Run 1, wires at chosen ports, followed through buffers:
Bar = 20 um.
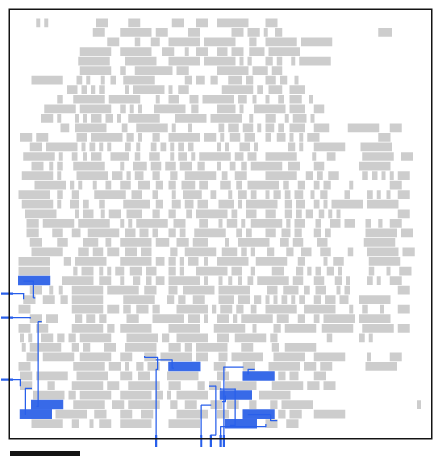
Run 1, routing congestion:
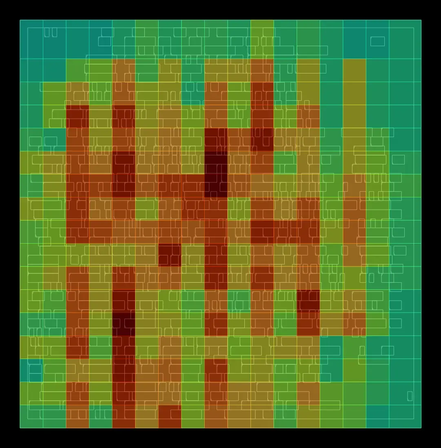
Run 1, signal wires on met1:
Bar = 20 um. Supply wires on this layer in grey. Cells faint in the background.
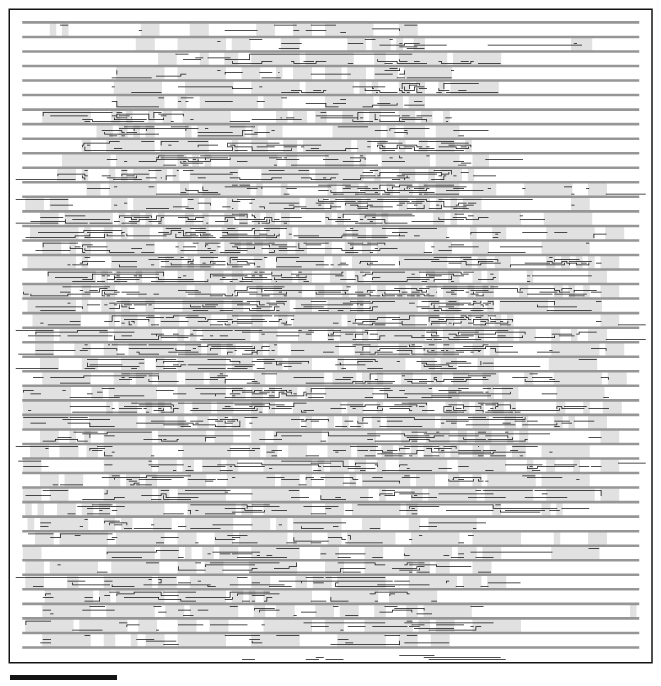
Run 1, signal wires by layer:
Only two layers are drawn.
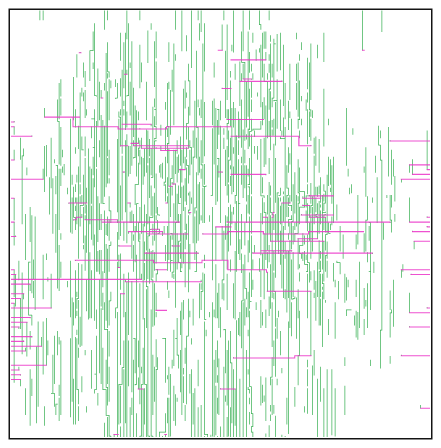
## src/rtl/vga_rx.sv

```systemverilog
// -----------------------------------------------------------------------------
// vga_rx : sink-side VGA timing recovery.
//
// Registers the incoming Hsync/Vsync/RGB, measures the line length (clocks) and
// the frame length (lines), and locks to the configured mode after LOCK_FRAMES
// consecutive clean frames. Once locked it regenerates De and X/Y pixel
// coordinates alongside registered RGB. Pin sample to De/RGB/coords: 2 clocks.
//
// Ports
//   clk, rst_n          pixel clock, asynchronous active-low reset
//   Hsync, Vsync        source syncs (polarity set by SYNC_POL)
//   inR, inG, inB       source pixel data
//   De                  active-pixel flag, aligned with Ro/Go/Bo
//   Ro, Go, Bo          registered RGB, zero outside the active window
//   HPixel, VPixel      X/Y of current pixel, zero outside the active window
//   Locked              timing locked
//   Err                 one-clock pulse on a timing mismatch or hsync timeout
//   HTotalMeas          last measured line length in clocks
//   VTotalMeas          last measured frame length in lines
//   FrameSum            (VGA_RX_CHECKSUM_EN only) sum of R+G+B over the
//                       active pixels of the last locked frame, mod 2^32
//
// Build option: define VGA_RX_CHECKSUM_EN to add the FrameSum output.
// -----------------------------------------------------------------------------
module vga_rx #(
  parameter int unsigned H_SYNC      = 96,
  parameter int unsigned H_BACK      = 48,
  parameter int unsigned H_ACTIVE    = 640,
  parameter int unsigned H_TOTAL     = 800,
  parameter int unsigned V_SYNC      = 2,
  parameter int unsigned V_BACK      = 33,
  parameter int unsigned V_ACTIVE    = 480,
  parameter int unsigned V_TOTAL     = 525,
  parameter bit          SYNC_POL    = 1'b0,
  parameter int unsigned LOCK_FRAMES = 2
) (
  input  logic        clk,
  input  logic        rst_n,
  input  logic        Hsync,
  input  logic        Vsync,
  input  logic [7:0]  inR,
  input  logic [7:0]  inG,
  input  logic [7:0]  inB,
  output logic        De,
  output logic [7:0]  Ro,
  output logic [7:0]  Go,
  output logic [7:0]  Bo,
  output logic [15:0] HPixel,
  output logic [15:0] VPixel,
  output logic        Locked,
  output logic        Err,
  output logic [11:0] HTotalMeas,
  output logic [11:0] VTotalMeas
`ifdef VGA_RX_CHECKSUM_EN
  ,
  output logic [31:0] FrameSum
`endif
);

  // state   | meaning
  // --------+-----------------------------------------------------------
  // SEARCH  | no frame reference yet; waiting for a vsync leading edge
  // MEASURE | checking every line and frame; counting clean frames
  // LOCKED  | LOCK_FRAMES clean frames seen; De/coordinates are valid
  typedef enum logic [1:0] {
    SEARCH  = 2'd0,
    MEASURE = 2'd1,
    LOCKED  = 2'd2
  } state_t;

  localparam logic [11:0] CNT_MAX = 12'hFFF;
  localparam logic [11:0] H_TOT   = 12'(H_TOTAL);
  localparam logic [11:0] V_TOT   = 12'(V_TOTAL);
  localparam logic [11:0] H_ACT0  = 12'(H_SYNC + H_BACK);
  localparam logic [11:0] H_ACT1  = 12'(H_SYNC + H_BACK + H_ACTIVE);
  localparam logic [11:0] V_ACT0  = 12'(V_SYNC + V_BACK);
  localparam logic [11:0] V_ACT1  = 12'(V_SYNC + V_BACK + V_ACTIVE);
  localparam logic [3:0]  LOCK_N  = 4'(LOCK_FRAMES);

  // ---------------------------------------------------------------------------
  // Input stage: one register for syncs and RGB, a second copy of the syncs
  // for leading-edge detection. Syncs are stored active-high, so the reset
  // value 0 means "inactive" and no false edge appears after reset.
  // ---------------------------------------------------------------------------
  logic       hs_norm, vs_norm;
  logic       hs1_q, hs2_q, vs1_q, vs2_q;
  logic [7:0] r1_q, g1_q, b1_q;
  logic       hs_rise, vs_rise;

  assign hs_norm = Hsync ^ ~SYNC_POL;
  assign vs_norm = Vsync ^ ~SYNC_POL;

  always_ff @(posedge clk or negedge rst_n) begin
    if (!rst_n) begin
      hs1_q <= 1'b0;
      hs2_q <= 1'b0;
      vs1_q <= 1'b0;
      vs2_q <= 1'b0;
      r1_q  <= 8'd0;
      g1_q  <= 8'd0;
      b1_q  <= 8'd0;
    end else begin
      hs1_q <= hs_norm;
      hs2_q <= hs1_q;
      vs1_q <= vs_norm;
      vs2_q <= vs1_q;
      r1_q  <= inR;
      g1_q  <= inG;
      b1_q  <= inB;
    end
  end

  assign hs_rise = hs1_q & ~hs2_q;
  assign vs_rise = vs1_q & ~vs2_q;

  // ---------------------------------------------------------------------------
  // Position counters. hcnt_d/vcnt_d are the coordinates of the pixel held in
  // the input stage this cycle; the _q copies belong to the previous pixel.
  // ---------------------------------------------------------------------------
  logic [11:0] hcnt_q, hcnt_d;
  logic [11:0] vcnt_q, vcnt_d;
  logic [11:0] line_len, frame_len;
  logic        line_ok, frame_ok, timeout;

  always_comb begin
    hcnt_d = hcnt_q;
    if (hs_rise)               hcnt_d = 12'd0;
    else if (hcnt_q != CNT_MAX) hcnt_d = hcnt_q + 12'd1;

    vcnt_d = vcnt_q;
    if (vs_rise)                         vcnt_d = 12'd0;
    else if (hs_rise && vcnt_q != CNT_MAX) vcnt_d = vcnt_q + 12'd1;
  end

  // vcnt is zeroed on a vsync edge without counting a coincident hsync edge,
  // so hsync edges since the last vsync edge = vcnt_q, plus one if an hsync
  // edge lands together with this vsync edge.
  assign line_len  = hcnt_q + 12'd1;
  assign frame_len = (hs_rise && vcnt_q != CNT_MAX) ? vcnt_q + 12'd1 : vcnt_q;
  assign line_ok   = (line_len == H_TOT);
  assign frame_ok  = (frame_len == V_TOT);
  // Fires once, on the clock the counter first pins at its ceiling.
  assign timeout   = (hcnt_d == CNT_MAX) && (hcnt_q != CNT_MAX);

  always_ff @(posedge clk or negedge rst_n) begin
    if (!rst_n) begin
      hcnt_q     <= 12'd0;
      vcnt_q     <= 12'd0;
      HTotalMeas <= 12'd0;
      VTotalMeas <= 12'd0;
    end else begin
      hcnt_q <= hcnt_d;
      vcnt_q <= vcnt_d;
      if (hs_rise) HTotalMeas <= line_len;
      if (vs_rise) VTotalMeas <= frame_len;
    end
  end

  // ---------------------------------------------------------------------------
  // Lock FSM. bad_q remembers a line mismatch inside the frame in progress, so
  // the frame is not counted as clean at its closing vsync edge. A line check
  // coinciding with a vsync edge belongs to the frame that just ended.
  // ---------------------------------------------------------------------------
  state_t     state_q;
  logic [3:0] good_q;
  logic       bad_q;
  logic       line_bad;

  assign line_bad = hs_rise && !line_ok;

  always_ff @(posedge clk or negedge rst_n) begin
    if (!rst_n) begin
      state_q <= SEARCH;
      good_q  <= 4'd0;
      bad_q   <= 1'b0;
      Err     <= 1'b0;
      Locked  <= 1'b0;
    end else begin
      Err <= 1'b0;
      if (timeout) begin
        state_q <= SEARCH;
        good_q  <= 4'd0;
        bad_q   <= 1'b0;
        Err     <= 1'b1;
        Locked  <= 1'b0;
      end else begin
        case (state_q)
          SEARCH: begin
            if (vs_rise) begin
              state_q <= MEASURE;
              good_q  <= 4'd0;
              bad_q   <= 1'b0;
            end
          end
          MEASURE: begin
            if (line_bad) begin
              Err    <= 1'b1;
              good_q <= 4'd0;
              bad_q  <= 1'b1;
            end
            if (vs_rise) begin
              bad_q <= 1'b0;
              if (!frame_ok) begin
                Err    <= 1'b1;
                good_q <= 4'd0;
              end else if (bad_q || line_bad) begin
                good_q <= 4'd0;
              end else if (good_q + 4'd1 >= LOCK_N) begin
                state_q <= LOCKED;
                Locked  <= 1'b1;
                good_q  <= 4'd0;
              end else begin
                good_q <= good_q + 4'd1;
              end
            end
          end
          LOCKED: begin
            if (line_bad || (vs_rise && !frame_ok)) begin
              Err     <= 1'b1;
              state_q <= MEASURE;
              Locked  <= 1'b0;
              good_q  <= 4'd0;
              // The frame that starts on this vsync edge is still clean.
              bad_q   <= !vs_rise;
            end
          end
          default: begin
            state_q <= SEARCH;
            good_q  <= 4'd0;
            bad_q   <= 1'b0;
            Locked  <= 1'b0;
          end
        endcase
      end
    end
  end

  // ---------------------------------------------------------------------------
  // Output stage: second register of the 2-clock pipeline.
  // ---------------------------------------------------------------------------
  logic        win;
  logic [11:0] hpix, vpix;

  assign win  = Locked &&
                (hcnt_d >= H_ACT0) && (hcnt_d < H_ACT1) &&
                (vcnt_d >= V_ACT0) && (vcnt_d < V_ACT1);
  assign hpix = hcnt_d - H_ACT0;
  assign vpix = vcnt_d - V_ACT0;

  always_ff @(posedge clk or negedge rst_n) begin
    if (!rst_n) begin
      De     <= 1'b0;
      Ro     <= 8'd0;
      Go     <= 8'd0;
      Bo     <= 8'd0;
      HPixel <= 16'd0;
      VPixel <= 16'd0;
    end else begin
      De     <= win;
      Ro     <= win ? r1_q : 8'd0;
      Go     <= win ? g1_q : 8'd0;
      Bo     <= win ? b1_q : 8'd0;
      HPixel <= win ? {4'd0, hpix} : 16'd0;
      VPixel <= win ? {4'd0, vpix} : 16'd0;
    end
  end

`ifdef VGA_RX_CHECKSUM_EN
  // Only De pixels accumulate, so a frame that was not locked throughout
  // contributes a partial sum; FrameSum is refreshed only while locked.
  logic [31:0] acc_q;
  logic [9:0]  pix_sum;

  assign pix_sum = {2'b00, r1_q} + {2'b00, g1_q} + {2'b00, b1_q};

  always_ff @(posedge clk or negedge rst_n) begin
    if (!rst_n) begin
      acc_q    <= 32'd0;
      FrameSum <= 32'd0;
    end else begin
      if (vs_rise) begin
        if (Locked) FrameSum <= acc_q;
        acc_q <= 32'd0;
      end else if (win) begin
        acc_q <= acc_q + {22'd0, pix_sum};
      end
    end
  end
`endif

endmodule

```

## config.mk

```make
export PLATFORM = sky130hd
export DESIGN_NAME = vga_rx
export DESIGN_NICKNAME = d
export VERILOG_FILES = /design/src/rtl/vga_rx.sv
export SDC_FILE = /design/constraint.sdc
export NUM_CORES = 1
export LEC_CHECK = 0
export CAP_MARGIN = 15
export CELL_PAD_IN_SITES_DETAIL_PLACEMENT = 1
export CELL_PAD_IN_SITES_GLOBAL_PLACEMENT = 1
export CORE_AREA = 2 2 118 120
export DETAILED_ROUTE_END_ITERATION = 10
export DIE_AREA = 0 0 120 122
export PLACE_DENSITY = 0.93
export SLEW_MARGIN = 0
export SYNTH_ARGS = -nofsm -noshare
export SYNTH_HDL_FRONTEND = slang
export SYNTH_SLANG_ARGS = --single-unit
export TNS_END_PERCENT = 10
```

## constraint.sdc

```tcl
create_clock -name clk -period 7.65 [get_ports clk]
set_input_delay 0.765 -clock clk [delete_from_list [all_inputs] [get_ports clk]]
set_output_delay 0.765 -clock clk [all_outputs]
set_load 0.03 [all_outputs]
```

==> out/qor.txt, run 1 <==
outcome = finished clean
DR WL met2 = 8.84 mm
cts bufs inserted = 17
antenna-violating nets left = 0
Synth top cell by count = dfrtp_1
Max rail drop VDD = 0.151 mV
H-tree depth = 4
Primary FF master, synth = dfrtp_1
site row count = 43
Avg Inst Size Synth = 11.0 um^2
RSZ-0062 raised after global routing = false
r2r setup slk = 2.87 ns
top cells by area = dfrtp_1 (59%), and2_1 (4.0%), nand2_1 (3.2%)
Finished Layout Cells = 819
Achievable Freq = 0.209 GHz
Distinct cells, synth = 64
first-pass GRT wire length = 26.8 mm
R2R depth = 12
ys async rst share = 100%
Final Skew = 0.00754 ns
setup bufs post-CTS = 0
worst r2r src = hcnt_q[0]
core footprint = 13500 um^2
drt pass-1 iters = 4
Yosys chip area = 5730 um^2
crit path kind = flip-flop to flip-flop
drt via density = 5.38
Max Root-Sink Buffers = 2
fp util = 42.4%
Lkg Pwr = 3.37 nW
slowest stage cell, crit path = a21oi_1
Area leader share = 58.5%
Design Area, Final = 7440 um^2
Final period util = 62.5%
post-detail-place hpwl = 11.1 mm
Cell Area, Placed = 6890 um^2
Setup violations, final = 0
Power Dens Cells = 242 nW/um^2
top layer in use = met4
Die Span Y = 122 um
Synth Warn # = 0
register share after synthesis = 58.5%
worst path bufs/invs = 2
ao+oa area frac = 11.0%
Crit path depth = 12
-- 'wires at chosen ports, followed through buffers' (at the start) --
legend:
  blue:
    port: inB
    bits: 8
    direction: input
    edge: 5 bottom, 3 left
    end_cells: 8
    buffers: 8
    wire: 195 um
# IOs: 111
IO Port Bufs: 102

-- 'routing congestion' (at the start) --
routed len/inst: 19.8 um
Util after Layout: 55.1%

-- 'signal wires on met1' (at the start) --
main direction: horizontal
longest straight run: 30.4 um
share of all routed wire: 38%
nets with wire on the layer: 603
final WL: 16.2 mm
vias: 4405
met1 usage: 26.7%

-- 'signal wires by layer' (at the start) --
legend:
  green:
    layer: M2
    wire_length: 8840 um
  magenta:
    layer: M3
    wire_length: 810 um
GRT Total Usage: 24.3%

## run 1: where the power goes
group          internal, mW  switching [mW]  total (mW)
Sequential            0.746          0.0376       0.783
Clock                 0.450           0.319       0.769
Combinational        0.0912           0.156       0.247
Total                  1.29           0.513        1.80
## run 1: layout make-up
class | count | area share, %
inverter | 13 | 0.656
multi-input combinational | 354 | 29.6
clock inverter | 13 | 1.68
sequential | 134 | 45.0
timing repair buffer | 106 | 14.1
clock buffer | 19 | 5.82
tap | 180 | 3.03
## run 1: sequential cells by signal, indices dropped and copies added, names as in the netlist, 2 cells and up
register and cells:
Bo 8, Go 8, HPixel 12, HTotalMeas 12, Ro 8, VPixel 12
VTotalMeas 12, b1_q 8, g1_q 8, good_q 4, hcnt_q 12, r1_q 8
state_q 2, vcnt_q 12
Run 1, PDN straps and rails:
Pins as bars on the die edge. Tap cells in grey.
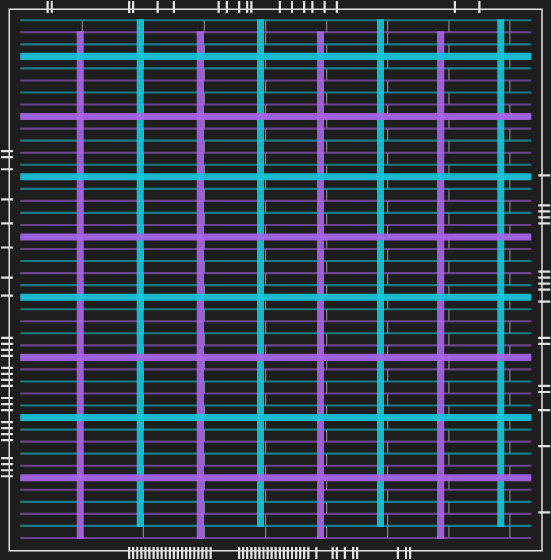

==> run 1 -> run 2 <==
- CORE_AREA: 2 2 118 120 -> 2 2 128 130
- DIE_AREA: 0 0 120 122 -> 0 0 130 132
- PLACE_DENSITY: 0.93 -> 0.85
- clock period: 7.65 -> 4.27 ns (I/O delays scaled with it)
Run 2, PDN straps and rails:
Pins as bars on the die edge. Tap cells in grey.
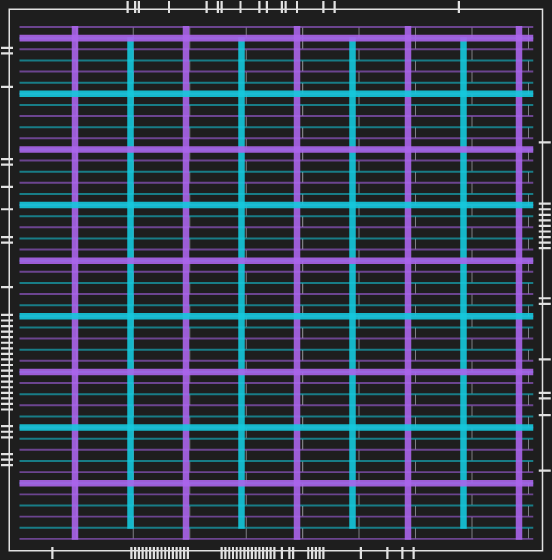
legend:
  cyan:
    net: VDD
  purple:
    net: VSS
tap cells: 216
met4 straps: 9
rows: 46
signal pins: 111
Max rail drop VDD: 0.247 mV
Die Span Y: 132 um
core footprint: 15700 um^2
Die Wd: 130 um

Run 2, signal wires on met1:
Bar = 50 um. Supply wires on this layer in grey. Cells faint in the background.
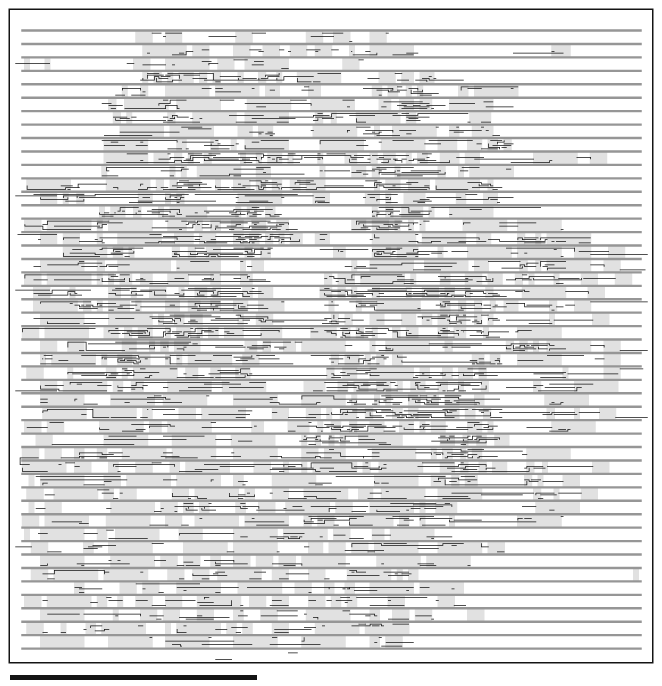
nets with wire on the layer: 603
longest straight run: 40.5 um

==> out/qor.txt, run 2 <==
post-detail-place hpwl = 10.8 mm (-2.6%)
Setup violations, final = 0 (unchanged)
Crit path depth = 13 (+1)
Switching Fraction = 28.3% (-0.21 points)
site row count = 46 (+7.0%)
outcome = finished clean
Yosys chip area = 5730 um^2 (unchanged)
drt via density = 4.99 (-7.3%)
setup bufs post-CTS = 0 (unchanged)
P_comb = 0.439 mW (+78%)
crit path kind = flip-flop to flip-flop
cts bufs inserted = 17 (unchanged)
Power Dens Cells = 432 nW/um^2 (+79%)
register share after synthesis = 58.5% (unchanged)
r2r setup slk = 0.45 ns (-2.42 ns)
Logic inverters = 13 (unchanged)
flop share of the area = 44.4% (-0.63 points)
Synth top cell by count = dfrtp_1
drt pass-1 iters = 4 (unchanged)
Cell Area, Placed = 6970 um^2 (+1.2%)
leading power group = clock
slowest stage cell, crit path = dfrtp_1
#MultiIn Comb = 354 (unchanged)
Design Area, Final = 7550 um^2 (+1.4%)
H-tree depth = 4 (unchanged)
Signal buffers = 111 (+4.7%)
n_taps = 216 (+20%)
antenna-violating nets left = 0 (unchanged)
Seq. pwr = 1.40 mW (+79%)
Synth Warn # = 0 (unchanged)
Final Skew = 0.0103 ns (+0.00272 ns)
seq_cells = 134 (unchanged)
part of the power in the clock network = 43.6% (+0.9 points)
# IOs = 111 (unchanged)
clock network area share = 7.69% (+0.19 points)
Run 2, signal wires by layer:
Only two layers are drawn.
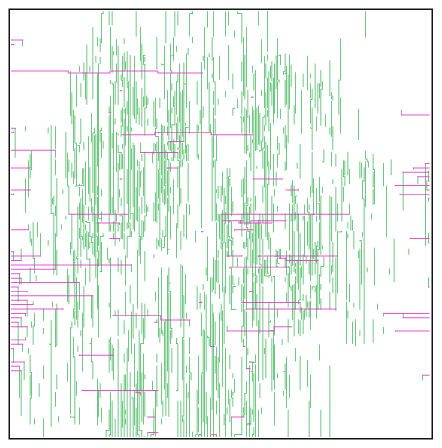
legend:
  green:
    layer: M2
    wire_length: 7820 um
  magenta:
    layer: M3
    wire_length: 746 um
vias: 4290
GRT Total Usage: 19.0%
routed len/inst: 17.5 um
final WL: 15.0 mm

-- run 2: cell count changes in the layout (fill, tap and decap cells not counted), sizes merged --
| cell | delta |
|---|---|
| inv | +3 |
| clkinvlp | -2 |
| clkinv | -1 |
| buf | +5 |
-- run 2: metal layers --
layer | global-route usage (%) | up-vias | share of wire, %
met2 | 32.6 | 116 | 52
li1 | - | 2012 | -
met4 | 7.35 | 0 | 2.4
met5 | 0 | - | 0
met1 | 22.7 | 2132 | 41
met3 | 5.11 | 30 | 5.0
-- run 2: kinds of logic after synthesis --
family                     after synthesis  synth area share (%)
and+or+nand+nor                        201                  18.5
DFF                                    134                  58.5
AOI/OAI and AO/OA                       95                  11.0
buffers and inverters                   43                  3.52
xor gates and xnor gates                30                  4.59
adders and majority gates               12                  2.62
muxes                                    7                  1.24
other                                    1                0.0654
==> run 2 -> run 3 <==
- CORE_AREA: 2 2 128 130 -> 2 2 123 125
- DIE_AREA: 0 0 130 132 -> 0 0 125 127
- PLACE_DENSITY: 0.85 -> 0.87
- clock period: 4.27 -> 3.7 ns (I/O delays scaled with it)
Run 3, wires at chosen ports, followed through buffers:
Bar = 50 um.
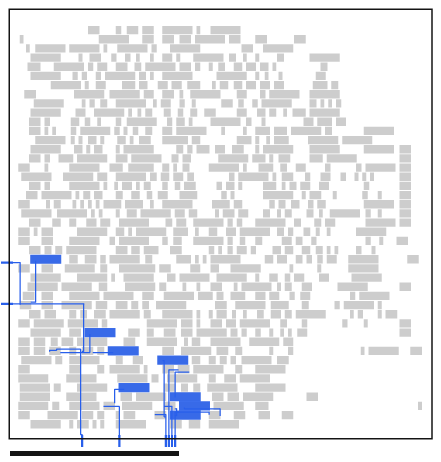
legend:
  blue:
    port: inB
    bits: 8
    direction: input
    edge: 6 bottom, 2 left
    end_cells: 8
    buffers: 8
    wire: 249 um

Run 3, routing congestion:
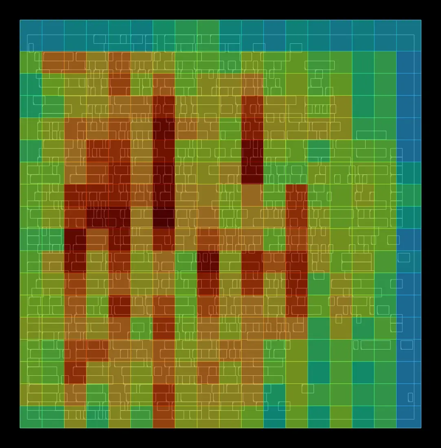
met1 usage: 24.9%
GRT Total Usage: 22.5%
routed len/inst: 20.8 um
grt met3 use: 4.86%

Run 3, signal wires on met1:
Bar = 50 um. Supply wires on this layer in grey. Cells faint in the background.
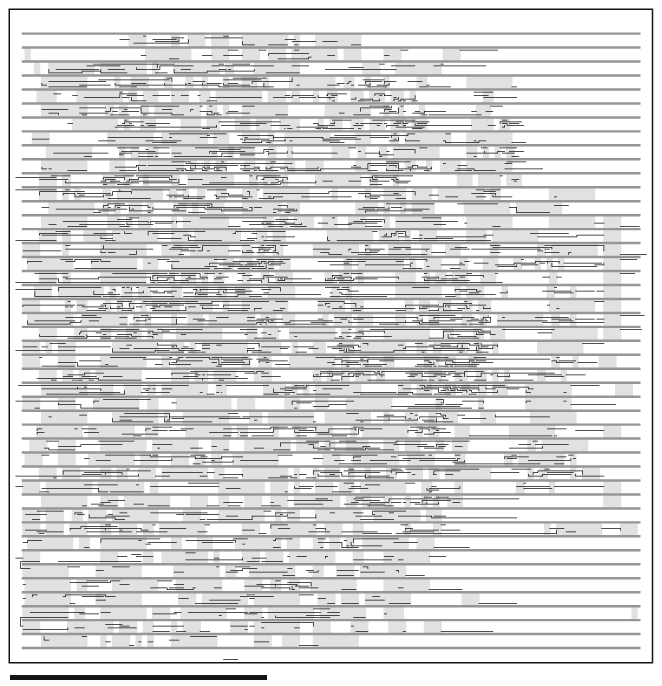
share of all routed wire: 37%
nets with wire on the layer: 613
main direction: horizontal
longest straight run: 35.4 um

==> out/qor.txt, run 3 <==
Worst Tran Pin Value = 0.904 ns
vias = 4472 (+4.2%)
register share after synthesis = 58.5% (unchanged)
crit end category = flip-flop
CTS tree = yes
site row count = 44 (-4.3%)
Die Span Y = 127 um (-3.8%)
Die Wd = 125 um (-3.8%)
crit path cell chain = ha_1 -> nand3_1 -> o31ai_4 -> xor2_1 -> nor2_1 -> ha_1 -> nor4b_2 -> nor2_1 -> o221ai_2 -> buf_4 -> nor2_1
# Cells Yosys = 523
initial antenna violation count = 0
Max FO, Critical Path = 17
Avg Inst Size Synth = 11.0 um^2
logic area = 2230 um^2
total tool warning count = 32
slowest stage cell, crit path = dfrtp_1
Design Area, Final = 7560 um^2 (+0.20%)
total power = 3.83 mW
n_taps = 184 (-15%)
met3 wire length = 912 um (+22%)
cts bufs inserted = 17 (unchanged)
Max Root-Sink Buffers = 2
ao+oa area frac = 11.0% (unchanged)
Setup violations, final = 0 (unchanged)
vias in the first global route = 4931
DRC errors left = 0
post-detail-place hpwl = 11.6 mm (+7.7%)
worst path bufs/invs = 1
# IOs = 111 (unchanged)
outcome = finished clean
drt pass-1 iters = 4 (unchanged)
Top logic family = simple AND/OR/NAND/NOR gates
simple share = 18.5% (unchanged)
antenna-violating nets left = 0 (unchanged)
r2r setup slk = 0.21 ns (-0.24 ns)
fp util = 39.7%
final net count = 674
max_slew headroom = 39.7%
Adder Area Share = 2.62% (unchanged)
crit path kind = flip-flop to flip-flop
Max rail drop VDD = 0.379 mV (+54%)
logic share of the area = 29.5%
DR WL met2 = 9.25 mm (+18%)
FF/Latch Area = 3350 um^2
Crit path max-delay family = simple AND/OR/NAND/NOR gates
Cell Area, Placed = 6950 um^2 (-0.25%)
Power Dens Cells = 507 nW/um^2 (+17%)
XOR/XNOR Fraction of Synth Area = 4.59% (unchanged)
flop share of the area = 44.3% (-0.088 points)
core footprint = 14400 um^2 (-8.2%)
Initial DRC Count = 238
fin crit period = 3.49 ns
Final Wtd Congestion = 0.928
Yosys chip area = 5730 um^2 (unchanged)
EDFF count, synth = 0
Distinct cells, synth = 64
FF-to-FF End = VPixel[7]
final WL = 17.3 mm (+15%)
Signal buffers = 114 (+2.7%)
Synth top cell by count = dfrtp_1
Synth Warn # = 0 (unchanged)
routing usage on met2 = 40.9% (+8.3 points)
GRT busiest layer = met2
Clock Latency Late Sink = 0.44 ns
Final Skew = 0.0115 ns (+0.00122 ns)
seq_cells = 134 (unchanged)
#MultiIn Comb = 354 (unchanged)
WL met1 = 6.48 mm (+6.2%)
clock network area share = 7.71% (+0.018 points)
Logic inverters = 13 (unchanged)
H-tree depth = 4 (unchanged)
Seq cells post-synth = 134
mux frac, synth = 1.24% (unchanged)
drt via density = 5.38 (+7.9%)
# diodes = 0
Crit path depth = 11 (-2)
top layer in use = met4
Primary FF master, synth = dfrtp_1
## run 3: cell counts after synthesis
No cell type changed its count.
## run 3: metrics by stage
stage	hold slack (ns)	setup TNS [ns]	setup WS, ns	util [%]	instances
after floorplan	0.0744	0	0.521	-	531
after global placement	0.376	0	0.0955	48.2	799
after detailed placement	0.389	-0.0414	-0.0212	48.2	799
after CTS	0.0838	0	0.00693	52.3	831
after global routing	0.124	0	0.0107	52.4	831
final	0.0286	0	0.214	52.4	831
## run 3: where the power goes
part / internal, mW / switching [mW]
logic: 0.202 / 0.327
registers: 1.54 / 0.0771
clock network: 0.953 / 0.734
total: 2.70 / 1.14
## run 3: repair_timing
action,in CTS,in global routing
gates resized,2,5
setup buffers,0,0
setup endpoints to repair,43,48
hold buffers,0,0
Power figures rest on the tool's default switching activity, not on a simulated workload.
